Run 1, power grid:
The bar under the picture is 20 um long. Pins as bars on the die edge.
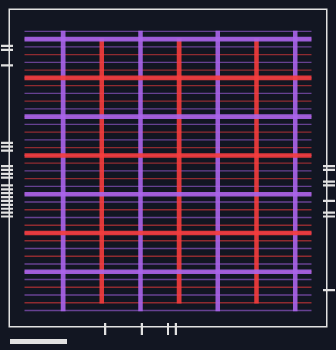
Run 1, cells colored by class:
Fill, decap, tap and diode cells in gray.
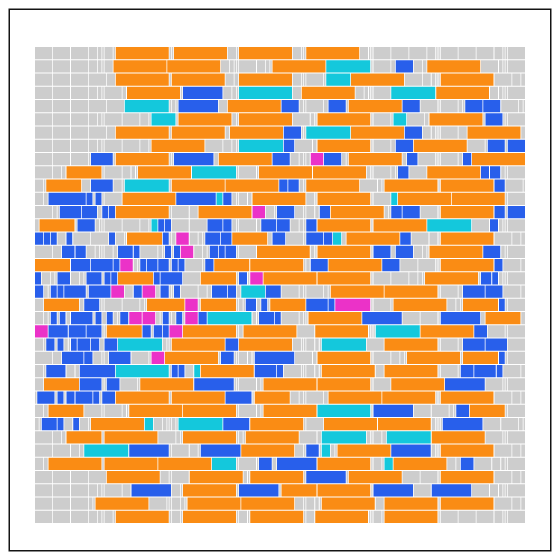
Run 1, clock wires, drivers and flops:
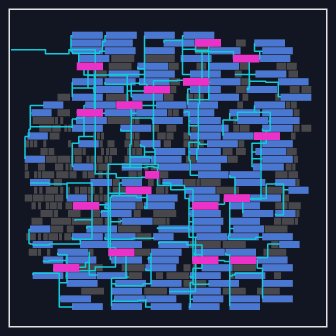
Run 1, routed metal, one color a layer:
The bar under the picture is 20 um long. Two of the layers only.
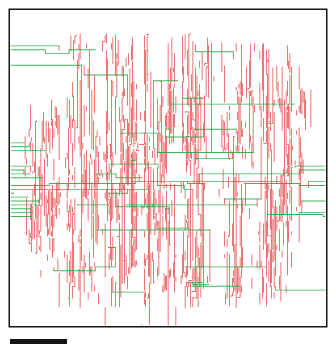
[src/rtl/fifo_pkg.sv]
// Shared FIFO definitions used by both the single-clock and the dual-clock FIFOs.
package fifo_pkg;

   // STD registers rd_data on each pop; FWFT shows the head word combinationally.
   typedef enum logic {
      FIFO_STD  = 1'b0,
      FIFO_FWFT = 1'b1
   } fifo_mode_e;

endpackage

[src/rtl/sync_fifo_if.sv]
// Bundle of the producer/consumer signals of sync_fifo; master = user side, slave = FIFO.
interface sync_fifo_if #(
   parameter int DATA_WIDTH = 8,
   parameter int ADDR_WIDTH = 4
);

   // Handshake: wr_en is a request that is taken only when full is low at the edge;
   // rd_en is taken only when empty is low. Refused requests only set the sticky
   // overflow/underflow flag, nothing else changes.
   logic                  wr_en;
   logic [DATA_WIDTH-1:0] wr_data;
   logic                  full;
   logic                  almost_full;
   logic                  rd_en;
   logic [DATA_WIDTH-1:0] rd_data;
   logic                  empty;
   logic                  almost_empty;
   logic [ADDR_WIDTH:0]   count;
   logic                  overflow;
   logic                  underflow;

   modport master (
      output wr_en, wr_data, rd_en,
      input  full, almost_full, rd_data, empty, almost_empty, count, overflow, underflow
   );

   modport slave (
      input  wr_en, wr_data, rd_en,
      output full, almost_full, rd_data, empty, almost_empty, count, overflow, underflow
   );

endinterface

[src/rtl/fifo_mem.sv]
// DEPTH x DATA_WIDTH register array: one synchronous write port, one asynchronous read port.
module fifo_mem #(
   parameter int DATA_WIDTH = 8,
   parameter int ADDR_WIDTH = 4
) (
   input  logic                  clk,
   input  logic                  we,
   input  logic [ADDR_WIDTH-1:0] waddr,
   input  logic [DATA_WIDTH-1:0] wdata,
   input  logic [ADDR_WIDTH-1:0] raddr,
   output logic [DATA_WIDTH-1:0] rdata
);

   localparam int DEPTH = 1 << ADDR_WIDTH;

   // Contents are deliberately not reset; nothing can read a slot before it is written.
   logic [DATA_WIDTH-1:0] mem_q [0:DEPTH-1];

   always_ff @(posedge clk) begin
      if (we) begin
         mem_q[waddr] <= wdata;
      end
   end

   assign rdata = mem_q[raddr];

endmodule

[src/rtl/sync_fifo.sv]
// Single-clock FIFO with selectable STD/FWFT read mode, occupancy count,
// almost-full/almost-empty thresholds and sticky overflow/underflow flags.
module sync_fifo
   import fifo_pkg::*;
#(
   parameter int         DATA_WIDTH    = 8,
   parameter int         ADDR_WIDTH    = 4,
   parameter fifo_mode_e MODE          = FIFO_STD,
   parameter int         AFULL_THRESH  = (1 << ADDR_WIDTH) - 2,
   parameter int         AEMPTY_THRESH = 2
) (
   input  logic      clk,
   input  logic      rst,
   sync_fifo_if.slave bus
);

   localparam int DEPTH = 1 << ADDR_WIDTH;
   localparam logic [ADDR_WIDTH:0]   DEPTH_C  = (ADDR_WIDTH+1)'(DEPTH);
   localparam logic [ADDR_WIDTH:0]   AFULL_C  = (ADDR_WIDTH+1)'(AFULL_THRESH);
   localparam logic [ADDR_WIDTH:0]   AEMPTY_C = (ADDR_WIDTH+1)'(AEMPTY_THRESH);
   localparam logic [ADDR_WIDTH:0]   CNT_ONE  = (ADDR_WIDTH+1)'(1);
   localparam logic [ADDR_WIDTH-1:0] PTR_ONE  = ADDR_WIDTH'(1);

   if (AFULL_THRESH > DEPTH) begin : g_chk_afull
      $error("sync_fifo: AFULL_THRESH must not exceed DEPTH");
   end
   if (AEMPTY_THRESH >= DEPTH) begin : g_chk_aempty
      $error("sync_fifo: AEMPTY_THRESH must be below DEPTH");
   end

   logic [ADDR_WIDTH-1:0] wr_ptr_q, wr_ptr_d;
   logic [ADDR_WIDTH-1:0] rd_ptr_q, rd_ptr_d;
   logic [ADDR_WIDTH:0]   count_q, count_d;
   logic                  overflow_q, overflow_d;
   logic                  underflow_q, underflow_d;
   logic                  full, empty, wr_acc, rd_acc;
   logic [DATA_WIDTH-1:0] mem_rdata;

   // Status is decoded from count_q alone so no input has a combinational path to it.
   always_comb begin
      full        = (count_q == DEPTH_C);
      empty       = (count_q == '0);
      wr_acc      = bus.wr_en && !full;
      rd_acc      = bus.rd_en && !empty;
      wr_ptr_d    = wr_acc ? wr_ptr_q + PTR_ONE : wr_ptr_q;
      rd_ptr_d    = rd_acc ? rd_ptr_q + PTR_ONE : rd_ptr_q;
      count_d     = count_q;
      if (wr_acc && !rd_acc) begin
         count_d = count_q + CNT_ONE;
      end else if (rd_acc && !wr_acc) begin
         count_d = count_q - CNT_ONE;
      end
      overflow_d  = overflow_q  || (bus.wr_en && full);
      underflow_d = underflow_q || (bus.rd_en && empty);
   end

   always_ff @(posedge clk) begin
      if (rst) begin
         wr_ptr_q    <= '0;
         rd_ptr_q    <= '0;
         count_q     <= '0;
         overflow_q  <= 1'b0;
         underflow_q <= 1'b0;
      end else begin
         wr_ptr_q    <= wr_ptr_d;
         rd_ptr_q    <= rd_ptr_d;
         count_q     <= count_d;
         overflow_q  <= overflow_d;
         underflow_q <= underflow_d;
      end
   end

   fifo_mem #(
      .DATA_WIDTH (DATA_WIDTH),
      .ADDR_WIDTH (ADDR_WIDTH)
   ) u_mem (
      .clk   (clk),
      .we    (wr_acc),
      .waddr (wr_ptr_q),
      .wdata (bus.wr_data),
      .raddr (rd_ptr_q),
      .rdata (mem_rdata)
   );

   if (MODE == FIFO_FWFT) begin : g_fwft
      // Head word is shown directly; its value while empty is meaningless.
      assign bus.rd_data = mem_rdata;
   end else begin : g_std
      logic [DATA_WIDTH-1:0] rd_data_q, rd_data_d;

      always_comb begin
         rd_data_d = rd_acc ? mem_rdata : rd_data_q;
      end

      always_ff @(posedge clk) begin
         if (rst) begin
            rd_data_q <= '0;
         end else begin
            rd_data_q <= rd_data_d;
         end
      end

      assign bus.rd_data = rd_data_q;
   end

   assign bus.full         = full;
   assign bus.empty        = empty;
   assign bus.almost_full  = (count_q >= AFULL_C);
   assign bus.almost_empty = (count_q <= AEMPTY_C);
   assign bus.count        = count_q;
   assign bus.overflow     = overflow_q;
   assign bus.underflow    = underflow_q;

endmodule

[src/flat_wrapper.sv]
// flat-port wrapper written by rule: the top's interface ports become plain ports
module sync_fifo_flat import fifo_pkg::*;
#(
   parameter int         DATA_WIDTH    = 8,
   parameter int         ADDR_WIDTH    = 4,
   parameter fifo_mode_e MODE          = FIFO_STD,
   parameter int         AFULL_THRESH  = (1 << ADDR_WIDTH) - 2,
   parameter int         AEMPTY_THRESH = 2
)
  (clk, rst, bus_wr_en, bus_wr_data, bus_rd_en, bus_full, bus_almost_full, bus_rd_data, bus_empty, bus_almost_empty, bus_count, bus_overflow, bus_underflow);
  sync_fifo_if #(.DATA_WIDTH(DATA_WIDTH), .ADDR_WIDTH(ADDR_WIDTH)) bus_i ();
  input  logic clk;
  input  logic rst;
  input wire logic [$bits(bus_i.wr_en)-1:0] bus_wr_en;
  input wire logic [$bits(bus_i.wr_data)-1:0] bus_wr_data;
  input wire logic [$bits(bus_i.rd_en)-1:0] bus_rd_en;
  output wire logic [$bits(bus_i.full)-1:0] bus_full;
  output wire logic [$bits(bus_i.almost_full)-1:0] bus_almost_full;
  output wire logic [$bits(bus_i.rd_data)-1:0] bus_rd_data;
  output wire logic [$bits(bus_i.empty)-1:0] bus_empty;
  output wire logic [$bits(bus_i.almost_empty)-1:0] bus_almost_empty;
  output wire logic [$bits(bus_i.count)-1:0] bus_count;
  output wire logic [$bits(bus_i.overflow)-1:0] bus_overflow;
  output wire logic [$bits(bus_i.underflow)-1:0] bus_underflow;
  assign bus_i.wr_en = bus_wr_en;
  assign bus_i.wr_data = bus_wr_data;
  assign bus_i.rd_en = bus_rd_en;
  assign bus_full = bus_i.full;
  assign bus_almost_full = bus_i.almost_full;
  assign bus_rd_data = bus_i.rd_data;
  assign bus_empty = bus_i.empty;
  assign bus_almost_empty = bus_i.almost_empty;
  assign bus_count = bus_i.count;
  assign bus_overflow = bus_i.overflow;
  assign bus_underflow = bus_i.underflow;
  sync_fifo #(.DATA_WIDTH(DATA_WIDTH), .ADDR_WIDTH(ADDR_WIDTH), .MODE(MODE), .AFULL_THRESH(AFULL_THRESH), .AEMPTY_THRESH(AEMPTY_THRESH)) u_core (.clk(clk), .rst(rst), .bus(bus_i));
endmodule
[config.mk]
export PLATFORM = sky130hd
export DESIGN_NAME = sync_fifo_flat
export DESIGN_NICKNAME = d
export VERILOG_FILES = /design/src/rtl/fifo_pkg.sv /design/src/rtl/sync_fifo_if.sv /design/src/rtl/fifo_mem.sv /design/src/rtl/sync_fifo.sv /design/src/flat_wrapper.sv
export SDC_FILE = /design/constraint.sdc
export NUM_CORES = 1
export LEC_CHECK = 0
export CAP_MARGIN = 20
export CORE_MARGIN = 5
export CORE_UTILIZATION = 60
export DETAILED_ROUTE_END_ITERATION = 7
export DONT_BUFFER_PORTS = 1
export GPL_ROUTABILITY_DRIVEN = 0
export HOLD_SLACK_MARGIN = 0.02
export PLACE_DENSITY = 0.76
export SLEW_MARGIN = 10
export SYNTH_ARGS = -nofsm -noshare
export SYNTH_HDL_FRONTEND = slang
export SYNTH_SLANG_ARGS = --single-unit
[constraint.sdc]
create_clock -name clk -period 3.6 [get_ports clk]
set_clock_uncertainty 0.05 [all_clocks]
set_input_delay 1.08 -clock clk [delete_from_list [all_inputs] [get_ports clk]]
set_output_delay 1.08 -clock clk [all_outputs]
set_load 0.02 [all_outputs]
==> flow_metrics.env, run 1 <==
# source this file to load flow results
export IMPL_outcome="finished clean"
export IMPL_synth_area_um2=6100
export IMPL_numCtsBuffers=17
export IMPL_clock_sink_count=151
export IMPL_cts_tree="done"
export IMPL_crit_arrival_ns=2.00
export IMPL_seqPwrFrac_pct=44.5
export IMPL_internal_power_w=0.00364
export IMPL_insertion_delay_ns=0.52
export IMPL_n_fill_cell=599
export IMPL_instances_no_fill=523
export IMPL_synth_edff_count=128
export IMPL_powerDensity_nw_per_um2=741
export IMPL_areaGrowthSynthToFinish_pct=12.8
export IMPL_warnings=29
export IMPL_switchingPower_w=0.00145
export IMPL_busiest_layer="met2"
export IMPL_simple_gate_share_pct=5.64
export IMPL_min_from="u_core.wr_ptr_q[1]"
export IMPL_clock_area_share_pct=8.54
export IMPL_ys_chip_area_um2=6100
export IMPL_drtIter0Drc=232
export IMPL_largest_register="u_core.u_mem.mem_q"
export IMPL_rsz0062_at_grt="false"
export IMPL_p_comb_share_pct=21.5
export IMPL_mux_share_pct=12.0
export IMPL_largest_reg_flops=128
export IMPL_finalHoldViolCount=0
export IMPL_top_area_share_pct=63.0
export IMPL_switching_share_pct=28.5
export IMPL_clkbuf_count=22
export IMPL_ys_flops=151
export IMPL_sh_comb_area_pct=24.3
export IMPL_timing_rr_end="u_core.bus.count[4]"
export IMPL_ys_sh_aoi_pct=6.42
export IMPL_ctsResizeCount=0
export IMPL_fin_tns_setup_ns=0
export IMPL_crit_path_end="bus_full"
export IMPL_antenna_found_initial=0
export IMPL_p_clk_w=0.00174
export IMPL_startpoint="u_core.bus.count[0]"
export IMPL_netlist_instances=362
export IMPL_slew_headroom_pct=42.9
export IMPL_nonClockBufferCount=16
export IMPL_fin_crit_ns=3.13
export IMPL_hpwl_um=7500
export IMPL_synth_cell_types=45
export IMPL_min_delay_path_depth=2
export IMPL_holdWs_ns=0.537
export IMPL_avgSynthCellArea_um2=16.9
export IMPL_worst_r2r_path_depth=9
export IMPL_dieArea_um2=12300
export IMPL_path_max_fanout=7
export IMPL_total_power_w=0.00510
export IMPL_placed_cell_area_um2=6290
export IMPL_top_layer="met4"
export IMPL_clock_path_buffers=2
export IMPL_slew_viol_final=0
export IMPL_synthArstFlopShare_pct=0
export IMPL_critical_path_top_delay_family="simple AND/OR/NAND/NOR gates"
export IMPL_grtUsageMet2_pct=32.5
export IMPL_grt_pass1_vias=3277
export IMPL_cts_max_level=4
export IMPL_finalClockPeriodUsage_pct=87.0
export IMPL_grt_max_degree=30
export IMPL_regArea_um2=4310
export IMPL_critical_path_slowest_cell="or4_4"
export IMPL_ff_type="edfxtp_1"
export IMPL_crit_path_start_kind="flop"
export IMPL_io_buffers=0
export IMPL_p_comb_w=0.00109
export IMPL_largestClassByArea="registers"
export IMPL_min_to="u_core.wr_ptr_q[1]"
export IMPL_hold_buffers=0
export IMPL_gr_usage_met1_pct=24.7
export IMPL_synth_xor_xnor_area_share_pct=1.15
export IMPL_n_antenna_cell=0
export IMPL_lay_top_count="edfxtp_1"
export IMPL_vias_per_cell=5.97
export IMPL_r2r_slack_ns=0.64
export IMPL_nNonClkInverters=5
export IMPL_fmaxAchievable_mhz=319
export IMPL_met2_length_um=5890
export IMPL_drt_antenna_violating_nets=0
export IMPL_wl_met1_um=4560
export IMPL_worstPathCellList="or4_4 > nor2_1"
export IMPL_leakage_nw=2.26
export IMPL_drive_gt1_share_pct=20.5
export IMPL_ys_top_logic_family="multiplexers"
export IMPL_setup_viol_count_final=0
export IMPL_ys_sh_adder_pct=2.17
export IMPL_utilization_pct=69.8
export IMPL_overflow=0
export IMPL_tightest_slew_ns=0.853
export IMPL_syn_nets=384
export IMPL_nWellTaps=133
export IMPL_setup_ws_ns=0.467
export IMPL_top_area_cell="edfxtp_1"
export IMPL_comb_cells=186
export IMPL_cp_required_ns=2.47
export IMPL_area_share_nonclk_buffers_pct=1.93
export IMPL_root_buffer="clkbuf_8"
export IMPL_drv_cap=0
export IMPL_initCoreUtil_pct=61.9
export IMPL_yosys_cells=362
export IMPL_cp_depth=2
export IMPL_placed_cells=491
export IMPL_lay_top_cells="edfxtp_1, nor2_1, mux2i_1, dfxtp_1, mux4_2"
export IMPL_dr_pass1_iters=4
export IMPL_met3_wirelength_um=935
export IMPL_nFlopsAndLatches=151
export IMPL_setup_worst_path_end_class="output port"
export IMPL_top_power_group="sequential cells"
export IMPL_common_cells="edfxtp_1, nor2_1, mux2i_1, dfxtp_1, mux4_2"
export IMPL_grt_pass1_wl_um=18200
export IMPL_crit_type="reg -> out"
export IMPL_top_cell="edfxtp_1"
export IMPL_path_buffers=0
export IMPL_clkTransAtPathRegs_ns=0.06
export IMPL_pre_cts_ws_ns=0.378
export IMPL_area_leaders="edfxtp_1, dfxtp_1, mux4_2"
export IMPL_p_clk_share_pct=34.1
export IMPL_grt_use_met3_pct=7.04
export IMPL_nets=399
export IMPL_drc=0
export IMPL_post_cts_setup_buffers=0
Back to the opening pictures, 'power grid':
Key: VDD = red; VSS = purple
The core has 36 rows. 37 met1 rails follow the rows. 7 straps on met5. 31 signal pins sit on the boundary. 7 straps on met4.
Die X: 111 um
Die Y: 111 um
core footprint: 9860 um2
VDD IR max: 769 uV

Back to the opening pictures, 'cells colored by class':
Key: clock drivers and dummy loads = cyan [cells 32]; other buffers and delay cells = magenta [cells 16]; all other logic = blue [cells 191]; flip-flops = orange [cells 151]
flop share of the area: 62.6%
final std cell area, no fill: 6880 um2
std cell rows: 36

Back to the opening pictures, 'clock wires, drivers and flops':
Key: cells driving clock nets = magenta [count 17]; clock wires = cyan [length 1,570 um]; flip-flops = blue [count 151]
Position of the flops: all over the die. There are 18 routed clock nets.

Back to the opening pictures, 'routed metal, one color a layer':
Key: met3 = green [wire length 936 um]; met2 = red [wire length 5,890 um]
routed vias: 3,120
Post-Route WL: 11,500 um
Global Route Usage Sum: 19.9%
drt wl/cell: 22.0 um

==> run 2, diff against run 1 <==
CELL_PAD_IN_SITES_DETAIL_PLACEMENT = 1   (was unset)
CELL_PAD_IN_SITES_GLOBAL_PLACEMENT = 2   (was unset)
CORE_UTILIZATION = 47   (was 60)
PLACE_DENSITY = unset   (was 0.76)
PLACE_DENSITY_LB_ADDON = 0.1   (was unset)
Run 2, clock wiring as the flow saved it:
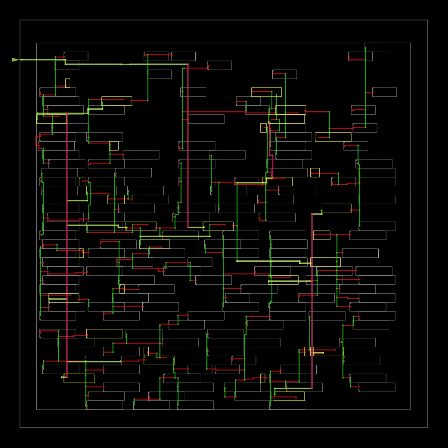
Late-Pin Clk Latency: 0.42 ns
P_clk: 0.00178 W
flip-flops: 151

Run 2, cells colored by class:
Fill, decap, tap and diode cells in gray.
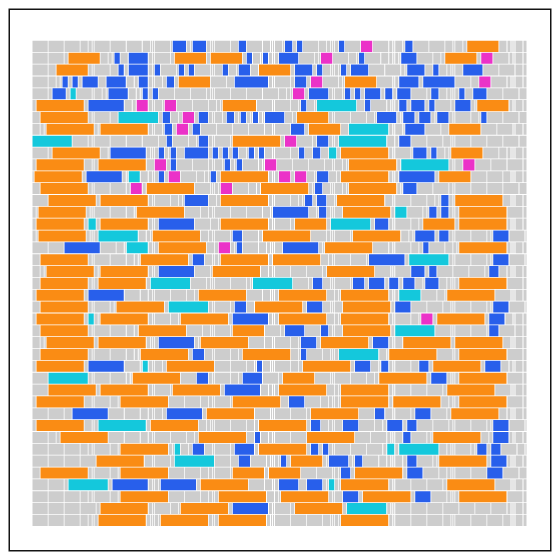
Key: clock drivers and dummy loads = cyan [cells 32]; flip-flops = orange [cells 151]; other buffers and delay cells = magenta [cells 21]; all other logic = blue [cells 191]
core footprint: 12,700 um2
final std cell area, no fill: 6960 um2
utilization after layout: 54.9%

==> flow_metrics.env, run 2 <==
# source this file to load flow results
export IMPL_outcome="finished clean"
export IMPL_worstPathCellList="buf_4 > or4_4 > nor2_1"
export IMPL_simple_gate_share_pct=5.64
export IMPL_ys_chip_area_um2=6100
export IMPL_comb_cells=186
export IMPL_synth_edff_count=128
export IMPL_setup_viol_count_final=0
export IMPL_fin_crit_ns=3.03
export IMPL_top_power_group="sequential cells"
export IMPL_min_delay_path_depth=2
export IMPL_area_leaders="edfxtp_1, dfxtp_1, mux4_2"
export IMPL_lay_top_count="edfxtp_1"
export IMPL_critical_path_top_delay_family="simple AND/OR/NAND/NOR gates"
export IMPL_timing_rr_end="u_core.bus.count[4]"
export IMPL_largestClassByArea="registers"
export IMPL_lay_top_cells="edfxtp_1, nor2_1, mux2i_1, dfxtp_1, buf_4"
export IMPL_powerDensity_nw_per_um2=742
export IMPL_drtIter0Drc=211
export IMPL_met2_length_um=6250
export IMPL_totalWireLength_um=12800
export IMPL_overflow=0
export IMPL_largest_reg_flops=128
export IMPL_areaGrowthSynthToFinish_pct=14.0
export IMPL_ctsResizeCount=0
export IMPL_dieArea_um2=15400
export IMPL_clock_area_share_pct=8.50
export IMPL_cp_required_ns=2.47
export IMPL_avgSynthCellArea_um2=16.9
export IMPL_p_comb_share_pct=22.7
export IMPL_cp_depth=3
export IMPL_crit_arrival_ns=1.90
export IMPL_regArea_um2=4310
export IMPL_min_from="u_core.wr_ptr_q[1]"
export IMPL_io_buffers=0
export IMPL_nonClockBufferCount=21
export IMPL_n_antenna_cell=0
export IMPL_ff_type="edfxtp_1"
export IMPL_internal_power_w=0.00367
export IMPL_crit_path_end="bus_full"
export IMPL_setup_worst_path_end_class="output port"
export IMPL_synthArstFlopShare_pct=0
export IMPL_synth_xor_xnor_area_share_pct=1.15
export IMPL_vias_per_cell=5.53
export IMPL_pre_cts_ws_ns=0.521
export IMPL_sh_comb_area_pct=24.0
export IMPL_wl_met1_um=5930
export IMPL_crit_path_start_kind="flop"
export IMPL_nNonClkInverters=5
export IMPL_drive_gt1_share_pct=21.3
export IMPL_drt_antenna_violating_nets=0
export IMPL_grt_pass1_vias=3442
export IMPL_p_comb_w=0.00117
export IMPL_grtUsageMet2_pct=29.0
export IMPL_top_cell="edfxtp_1"
export IMPL_busiest_layer="met2"
export IMPL_slew_viol_final=0
export IMPL_crit_type="reg -> out"
export IMPL_hpwl_um=8490
export IMPL_seqPwrFrac_pct=42.8
export IMPL_worst_r2r_path_depth=10
export IMPL_grt_use_met3_pct=4.45
export IMPL_antenna_found_initial=0
export IMPL_track_usage_pct=18.6
export IMPL_min_to="u_core.wr_ptr_q[1]"
export IMPL_drv_cap=0
export IMPL_grt_pass1_wl_um=20300
export IMPL_r2r_slack_ns=0.74
export IMPL_mux_share_pct=12.0
export IMPL_cts_max_level=4
export IMPL_top_area_cell="edfxtp_1"
export IMPL_netlist_instances=362
export IMPL_ys_sh_aoi_pct=6.42
export IMPL_numCtsBuffers=17
export IMPL_startpoint="u_core.bus.count[0]"
export IMPL_switching_share_pct=28.9
export IMPL_switchingPower_w=0.00149
export IMPL_cts_tree="done"
export IMPL_placed_cell_area_um2=6370
export IMPL_area_share_nonclk_buffers_pct=2.26
export IMPL_clkTransAtPathRegs_ns=0.06
export IMPL_die_h_um=124
export IMPL_top_area_share_pct=63.0
export IMPL_path_max_fanout=6
export IMPL_nWellTaps=172
Power figures rest on the tool's default switching activity, not on a simulated workload.
